[config.mk]
export PLATFORM = sky130hd
export DESIGN_NAME = branch_resolve_ctrl
export DESIGN_NICKNAME = d
export VERILOG_FILES = /design/src/rtl/branch_resolve_ctrl.sv
export SDC_FILE = /design/constraint.sdc
export NUM_CORES = 1
export LEC_CHECK = 0
export CAP_MARGIN = 20
export CORE_AREA = 2 2 192 194
export CTS_CLUSTER_SIZE = 40
export DETAILED_ROUTE_END_ITERATION = 8
export DIE_AREA = 0 0 194 196
export PLACE_DENSITY = 0.73
export SYNTH_ARGS = -nofsm -noshare
export SYNTH_HDL_FRONTEND = slang
export SYNTH_SLANG_ARGS = --single-unit
[constraint.sdc]
create_clock -name clock -period 2.97 [get_ports clock]
set_clock_uncertainty 0.15 [all_clocks]
set_input_delay 0.891 -clock clock [delete_from_list [all_inputs] [get_ports clock]]
set_output_delay 0.891 -clock clock [all_outputs]
set_load 0.01 [all_outputs]
[src/rtl/branch_resolve_ctrl.sv]
// rtl/branch_resolve_ctrl.sv - sequencer around the combinational branch unit: evaluate, redirect, trap, flush, perf counters
module branch_resolve_ctrl #(
    parameter int XLEN         = 32,
    parameter int FLUSH_CYCLES = 2,
    parameter int CNT_W        = 32
) (
    input  logic             clock,
    input  logic             reset,
    input  logic             io_req_valid,
    output logic             io_req_ready,
    input  logic [XLEN-1:0]  io_req_rs1,
    input  logic [XLEN-1:0]  io_req_rs2,
    input  logic [XLEN-1:0]  io_req_pc,
    input  logic [11:0]      io_req_imm,
    input  logic [2:0]       io_req_branchOp,
    input  logic             io_req_predTaken,
    input  logic [XLEN-1:0]  io_req_predTarget,
    output logic [XLEN-1:0]  io_bu_rs1,
    output logic [XLEN-1:0]  io_bu_rs2,
    output logic [XLEN-1:0]  io_bu_pc,
    output logic [11:0]      io_bu_imm,
    output logic [2:0]       io_bu_branchOp,
    output logic             io_bu_valid,
    input  logic             io_bu_taken,
    input  logic [XLEN-1:0]  io_bu_target,
    input  logic [XLEN-1:0]  io_bu_nextPc,
    input  logic             io_bu_misaligned,
    output logic             io_redir_valid,
    input  logic             io_redir_ready,
    output logic [XLEN-1:0]  io_redir_pc,
    output logic             io_trap_valid,
    input  logic             io_trap_ack,
    output logic [XLEN-1:0]  io_trap_pc,
    output logic [XLEN-1:0]  io_trap_tval,
    output logic             io_flush,
    output logic             io_resolve,
    output logic             io_busy,
    input  logic             io_cnt_clear,
    output logic [CNT_W-1:0] io_cnt_branches,
    output logic [CNT_W-1:0] io_cnt_mispredicts
);

    typedef enum logic [2:0] {
        S_IDLE,
        S_EVAL,
        S_REDIRECT,
        S_TRAP,
        S_FLUSH
    } state_t;

    state_t            state_q;
    logic              ready_q;
    logic [XLEN-1:0]   rs1_q, rs2_q, pc_q, pred_target_q;
    logic [11:0]       imm_q;
    logic [2:0]        op_q;
    logic              pred_taken_q;
    logic [XLEN-1:0]   redir_pc_q, tval_q;
    logic [3:0]        flush_cnt_q;
    logic [CNT_W-1:0]  cnt_br_q, cnt_mp_q;

    logic              in_eval;
    logic              mispredict;
    logic [XLEN-1:0]   tval_calc;

    assign in_eval    = (state_q == S_EVAL);
    assign mispredict = (io_bu_taken != pred_taken_q) |
                        (io_bu_taken & (io_bu_target != pred_target_q));
    assign tval_calc  = pc_q + {{(XLEN-12){imm_q[11]}}, imm_q};

    assign io_req_ready   = ready_q;
    assign io_busy        = (state_q != S_IDLE);
    assign io_bu_valid    = in_eval;
    assign io_bu_rs1      = in_eval ? rs1_q : '0;
    assign io_bu_rs2      = in_eval ? rs2_q : '0;
    assign io_bu_pc       = in_eval ? pc_q : '0;
    assign io_bu_imm      = in_eval ? imm_q : '0;
    assign io_bu_branchOp = in_eval ? op_q : '0;
    assign io_resolve     = in_eval & ~io_bu_misaligned & ~mispredict;
    assign io_redir_valid = (state_q == S_REDIRECT);
    assign io_redir_pc    = io_redir_valid ? redir_pc_q : '0;
    assign io_trap_valid  = (state_q == S_TRAP);
    assign io_trap_pc     = io_trap_valid ? pc_q : '0;
    assign io_trap_tval   = io_trap_valid ? tval_q : '0;
    assign io_flush       = (state_q == S_FLUSH);
    assign io_cnt_branches    = cnt_br_q;
    assign io_cnt_mispredicts = cnt_mp_q;

    always_ff @(posedge clock) begin
        if (!reset) begin
            state_q       <= S_IDLE;
            ready_q       <= 1'b0;
            rs1_q         <= '0;
            rs2_q         <= '0;
            pc_q          <= '0;
            imm_q         <= '0;
            op_q          <= '0;
            pred_taken_q  <= 1'b0;
            pred_target_q <= '0;
            redir_pc_q    <= '0;
            tval_q        <= '0;
            flush_cnt_q   <= '0;
            cnt_br_q      <= '0;
            cnt_mp_q      <= '0;
        end else begin
            case (state_q)
                S_IDLE: begin
                    if (io_req_valid && ready_q) begin
                        rs1_q         <= io_req_rs1;
                        rs2_q         <= io_req_rs2;
                        pc_q          <= io_req_pc;
                        imm_q         <= io_req_imm;
                        op_q          <= io_req_branchOp;
                        pred_taken_q  <= io_req_predTaken;
                        pred_target_q <= io_req_predTarget;
                        ready_q       <= 1'b0;
                        state_q       <= S_EVAL;
                    end else begin
                        ready_q <= 1'b1;
                    end
                end
                S_EVAL: begin
                    redir_pc_q <= io_bu_nextPc;
                    tval_q     <= tval_calc;
                    // Misaligned target outranks any prediction outcome.
                    if (io_bu_misaligned) begin
                        state_q <= S_TRAP;
                    end else if (mispredict) begin
                        state_q <= S_REDIRECT;
                    end else begin
                        ready_q <= 1'b1;
                        state_q <= S_IDLE;
                    end
                end
                S_REDIRECT: begin
                    if (io_redir_ready) begin
                        flush_cnt_q <= 4'(FLUSH_CYCLES);
                        state_q     <= S_FLUSH;
                    end
                end
                S_TRAP: begin
                    if (io_trap_ack) begin
                        flush_cnt_q <= 4'(FLUSH_CYCLES);
                        state_q     <= S_FLUSH;
                    end
                end
                S_FLUSH: begin
                    if (flush_cnt_q <= 4'd1) begin
                        flush_cnt_q <= '0;
                        ready_q     <= 1'b1;
                        state_q     <= S_IDLE;
                    end else begin
                        flush_cnt_q <= flush_cnt_q - 4'd1;
                    end
                end
                default: begin
                    ready_q <= 1'b0;
                    state_q <= S_IDLE;
                end
            endcase

            // Clear wins over a same-cycle increment; both counters saturate.
            if (io_cnt_clear) begin
                cnt_br_q <= '0;
                cnt_mp_q <= '0;
            end else if (in_eval) begin
                if (!(&cnt_br_q))
                    cnt_br_q <= cnt_br_q + CNT_W'(1);
                if (!io_bu_misaligned && mispredict && !(&cnt_mp_q))
                    cnt_mp_q <= cnt_mp_q + CNT_W'(1);
            end
        end
    end

endmodule
==> results.txt, run 1 <==
Numbers from the implementation run.

The run finished, with violations left. The final reports fail on negative setup slack. The dominant non-sequential cell family after synthesis is simple AND/OR/NAND/NOR gates.

The final count of pins violating max slew is 0. The floorplan step set the die height to approximately 200 µm. The maximum resistive drop on vdd is 466 µV. The floorplan net count is between 2000 and 2500. According to the timing report, the critical path is launched from io_bu_target[23]. The worst path setup slack after routing is -0.415 ns. Counting stages on the worst path, the most repeated cell is buf_6. The instance count of the mapped netlist is about 1800. The total die size is 38000 µm².

Per the detailed-route log, wirelength across all metal layers totals approximately 54000 µm. The final layout reports a setup TNS of -0.520 ns. The detailed-route via count is ~15000. The number of global-route vias before repair is between 10000 and 15000. The finished layout reports a core utilization of 0.588. The count of flip-flops and latches is 280. The final layout report lists a clock buffer count of 47. Per the log, the first TritonRoute iteration ended with a DRC count of roughly 640.

The met3 global-route usage is 0.0765. Post-CTS repair changed the size of ~700 cells. The number of clock buffers inserted by TritonCTS is 34. The total area of sequential cells is ~5600 µm². The capturing point of the worst reg2reg path is tval_q[24]$_SDFFE_PN0P_.

The path type of the worst min-delay path is reg -> reg. The routed layout reports a DRC error count of 0. The worst hold slack after final layout is 0.302 ns. The residual overflow from global routing is 0. Dividing the detail-routed wire length by the instance count gives 19.1 µm. The required time at the worst-slack endpoint is ~1.9 ns.

Before any placement, the netlist area is recorded as between 10000 and 15000 µm². Sequential cells consume a total of about 4.6 mW. The area taken by multi-input combinational cells is reported as 8000 µm². The cell area power density is between 600 and 700 nW/µm².

The count of flip-flops with a built-in enable after synthesis is 0. The depth of the worst register-to-register path is 11. The post-synthesis share of cell area spent on xor and xnor gates is 0.0702.

The pre-CTS setup check shows a worst slack of -1.45 ns. The internal power is around 8.7 mW. Of the available clock period, the critical path in the final layout requires 1.14. The fraction of met2 tracks used by global routing is 0.448.

The number of well taps is ~470. The power report attributes to the clock group a share of 0.292. The floorplan has 70 rows. In the floorplan report the effective utilization is 0.381. Ranked by total cell area, the synthesized netlist is headed by dfxtp_1 (41%), nand2_1 (12%), a21oi_1 (8.9%). The wire length of the first global-routing pass is about 80000 µm. The floorplan step set the die width to 194 µm. The cell at the slowest stage of the critical path is nor4_4.

The sum of met2 wire segment lengths after detailed routing is between 20000 and 30000 µm. The post-layout net count is 2586. The total length of routed met3 wires is about 4500 µm. The count of final hold-check violations is 0. met1 track demand over resource after global routing is 0.318. around 490 I/O pins were placed. The buffers plus inverters on the worst setup path is 3. The number of cells on the worst hold path is listed as 2. The largest net degree at the start of global routing is around 82. Multi-input combinational cells in the finished layout were counted as 1371. The first-pass detailed-route iteration total is 5. The most frequently used flop master after synthesis is dfxtp_1. In the Yosys stats the netlist draws on around 56 distinct library cells. The minimum period implied by the final worst setup slack is around 3.4 ns. The cell count after placement is about 2700. In this run, the synthesized area fraction spent on and/or/nand/nor cells is recorded as 0.304. The number of antenna violations at the first check in global routing is 4. In this run, the synthesized area fraction spent on AND-OR/OR-AND gates is recorded as 0.140. The area of all placed cells without fillers is roughly 21000 µm². The register share after synthesis is 0.408.

The sequential cell area share is 0.264. Summed over all cells, the static leakage comes to just under 9 nW. The run reported a max-capacitance violation count of 0. Clock-pin slew was measured on the worst setup and hold paths at roughly 0.05 ns. The final layout report lists a non-clock buffer count of 619.

The total of endpoints with negative setup slack in the final report is 4. The number of cell instances after yosys synthesis is 1795. The number of cells on the critical path is 8. The destination of the worst hold path is redir_pc_q[5]$_SDFFE_PN0P_.

The achievable frequency is 295 MHz. The register bit total from synthesis is 280. The clock network power reported by the tool is approximately 3.9 mW. The end of the critical path is io_resolve.

The sequential fraction of design power is 0.349. The biggest cell delay along the critical path is ~0.29 ns. The number of buffers added on ports is roughly 500.

The power report lists the combinational group at about 4.8 mW. The area share of the leading cell type in the synthesized netlist is 0.408. In this run the clock root is driven by a clkbuf_16. The top power consumer group is combinational cells. Looking at the clock tree report, the maximum root-to-sink buffer count equals 3.
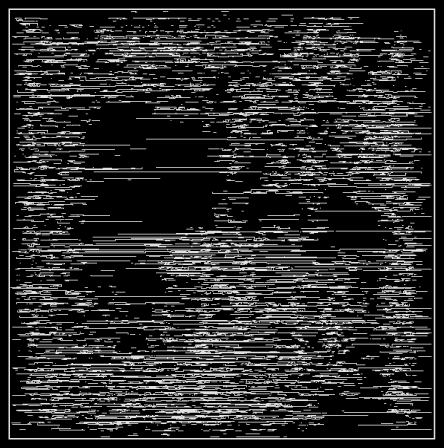
*The metal 1 layer, run 1*
share of all routed wire: 40%
wire length on this layer: 21.7 mm
nets with wire on the layer: 2303

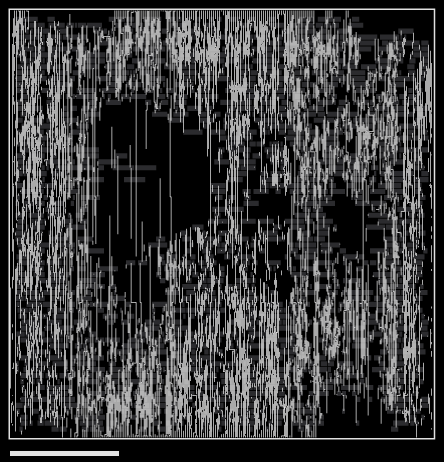
*The metal 2 layer, run 1*
Bar = 50 µm. Cells faint in the background.
share of all routed wire: 47%
longest straight run: 94.9 µm

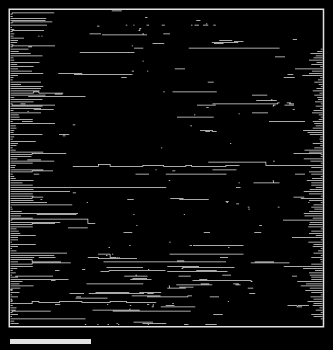
*The metal 3 layer, run 1*
Bar = 50 µm.
nets with wire on the layer: 375
wire length on this layer: 4500 µm
share of all routed wire: 8.3%
longest straight run: 96.4 µm

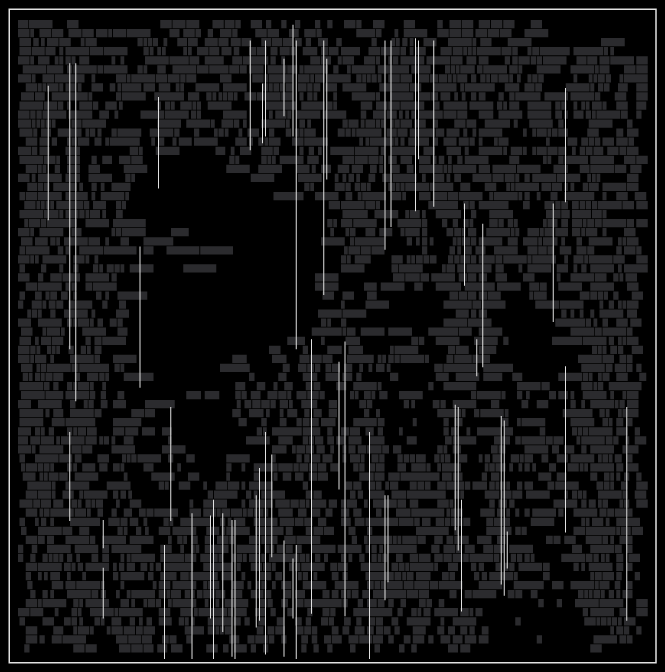
*Met4 routing, run 1*
Cells faint in the background.
wire length on this layer: 2330 µm
share of all routed wire: 4.3%
main direction: vertical
nets with wire on the layer: 44

--- run 2 (diff from run 1) ---
Settings changed: HOLD_SLACK_MARGIN set to 0.15.
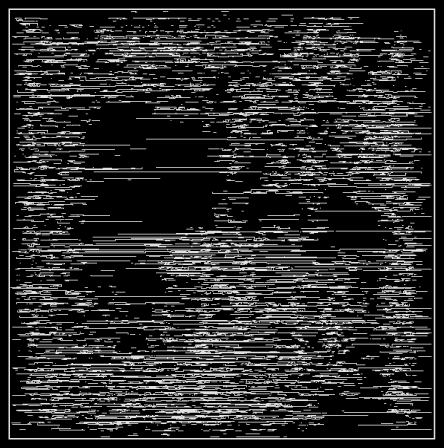
*The metal 1 layer, run 2*
share of all routed wire: 40%
wire length on this layer: 21.7 mm

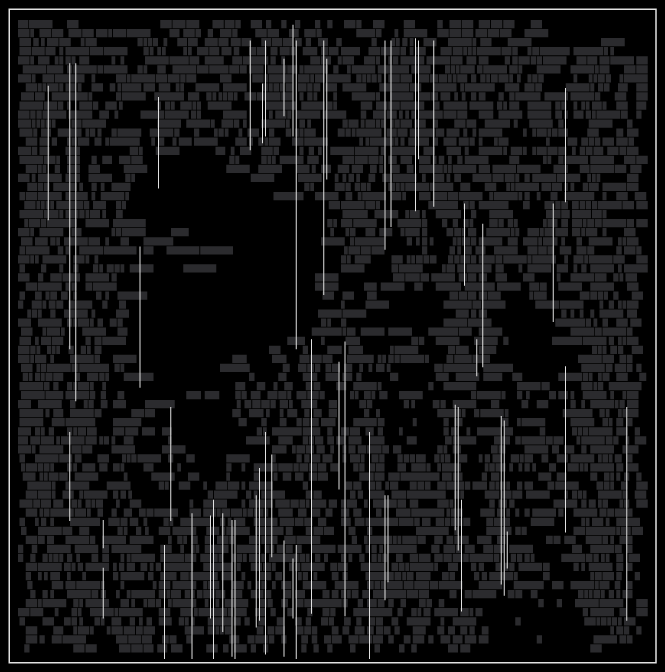
*Met4 routing, run 2*
Cells faint in the background.
main direction: vertical
nets with wire on the layer: 44
share of all routed wire: 4.3%
longest straight run: 101 µm
wire length on this layer: 2330 µm

==> run 2 against run 1 <==
The flow still finishes with violations (negative setup slack). Sequential share of layout area did not move. Global-route usage unchanged. Critical path depth unchanged. Core utilization stayed put. Power did not move. Sequential cell count stayed put. Count of clock-buffer cells in the layout stayed put. Sequential power is essentially flat.
==> results.txt, run 2 <==
Numbers from the implementation run.

The static leakage is 8.84 nW (unchanged). The depth of the worst register-to-register path was 11 (unchanged). In this run the worst hold path is classified as reg -> reg. The initial standard-cell utilization of the core is 0.381 (unchanged). The max-capacitance violation count is 0 (unchanged).

The worst-case clock buffer depth is 3 (unchanged). The most critical setup path has its startpoint at io_bu_target[23]. The reported combinational group power is 4.77 mW (about the same). The sequential cell area share is 0.264 (unchanged). The sum of met2 wire segment lengths after detailed routing came to 25400 µm (unchanged).

The relative max-transition margin is 0.691. The register share after synthesis came to 0.408 (unchanged). The post-route DRC violation count is 0 (unchanged). The endpoint identified for the worst register-to-register timing path is tval_q[24]$_SDFFE_PN0P_. The count of clock buffers in the final design is 47 (unchanged).

Among all stages on the critical path, the largest delay is contributed by nor4_4. In the power breakdown, the biggest contributor is combinational cells. The floorplan net count is 2047 (unchanged). The detailed-route wire length was 54000 µm (unchanged).

Setup repair after global routing could not meet its margin everywhere. Per the CTS log, the root buffer master is clkbuf_16. The most frequently used flop master after synthesis is dfxtp_1. The number of buffers added on ports is 493 (unchanged). The transition at the pin with the smallest max-transition slack is around 0.46 ns. The met3 global-route usage came to 0.0765 (unchanged). The cell area power density came to 626 nW/µm² (unchanged). The worst slack at placement was -1.45 ns (unchanged). The final clock period utilization by the worst path is 1.14 (unchanged). The cell depth of the worst min-delay path is 2 (unchanged). The arrival time reported for the critical path endpoint is around 2.3 ns. The number of H-tree levels is 2. The maximum resistive drop on vdd was 466 µV (unchanged). The total of endpoints with negative setup slack in the final report is 4 (unchanged). STA classifies the critical path endpoint as an output pin. The fraction of met2 tracks used by global routing was 0.448 (unchanged). The count of flip-flops with a built-in enable after synthesis is 0 (unchanged). The I/O pin count came to 494 (unchanged). The sequential fraction of design power is 0.349 (about the same). The logic area was 8000 µm² (unchanged). The most common logic cell in the final layout is nand2_1. The area share of the leading cell type in the synthesized netlist was 0.408 (unchanged). The width of the die is 194 µm (unchanged). The area fraction in compound gates was 0.140 (unchanged). The area of all placed cells without fillers was 21200 µm² (unchanged).

The met1 track utilization from global routing came to 0.318 (unchanged). Among the non-sequential cells, simple AND/OR/NAND/NOR gates take the most area. The cell count after placement is 2715 (unchanged).

The internal power came to 8.73 mW (unchanged). The buffers plus inverters on the worst setup path came to 3 (unchanged). The required time at the worst-slack endpoint was 1.93 ns (about the same). The row count is 70 (unchanged). The total standard cell area after synthesis is 13700 µm² (unchanged). The run finished, with violations left.

The register bit total from synthesis came to 280 (unchanged). The number of global-route vias before repair was 14200 (unchanged). The wire length of the first global-routing pass came to 80000 µm (unchanged). The total die size was 38000 µm² (unchanged).

The total area of sequential cells was 5620 µm² (unchanged). The combinational gate count is 1371 (unchanged). For reference, the critical path is captured by io_resolve. The largest net degree at the start of global routing is 82 (unchanged). The biggest cell delay along the critical path was 0.29 ns (about the same). The power consumed by the clock network is 3.88 mW (about the same). The average wire per standard cell is 19.1 µm (unchanged). The number of clock buffers inserted by TritonCTS is 34 (unchanged). The post-synthesis share of cell area spent on xor and xnor gates was 0.0702 (unchanged).

The count of plain and timing-repair buffers came to 619 (unchanged). The count of final hold-check violations is 0 (unchanged). The chip area estimate from yosys synthesis is around 14000 µm². The residual overflow from global routing is 0 (unchanged). The minimum period implied by the final worst setup slack is 3.39 ns (unchanged). The first-pass detailed-route iteration total is 5 (unchanged). Looking at the critical path, the highest net fanout was 4. The instance count of the mapped netlist came to 1795 (unchanged).

The share of synthesized cell area in and, or, nand and nor gates is 0.304 (unchanged). The total length of routed met3 wires is 4500 µm (unchanged). The post-route core utilization came to 0.588 (unchanged). The final count of pins violating max slew is 0 (unchanged).

The post-layout net count was 2586 (unchanged). The cell that appears most often on the critical path is buf_6. By area the synthesized netlist is led by dfxtp_1 (41%), nand2_1 (12%), a21oi_1 (8.9%). The detailed-route via count came to 14600 (unchanged).

The number of cell instances after yosys synthesis is 1795 (unchanged). The post-CTS resize count is 705 (unchanged). The number of design-rule violations left by the first detailed-router iteration is 636 (unchanged).

The setup TNS after final layout was -0.520 ns (unchanged). The worst path setup slack after routing is -0.415 ns (unchanged). The count of flip-flops and latches was 280 (unchanged). The destination of the worst hold path is redir_pc_q[5]$_SDFFE_PN0P_. The checks that failed: negative setup slack. The vertical die size came to 196 µm (unchanged).
No activity file was given, so power comes from the tool's default toggle rates.
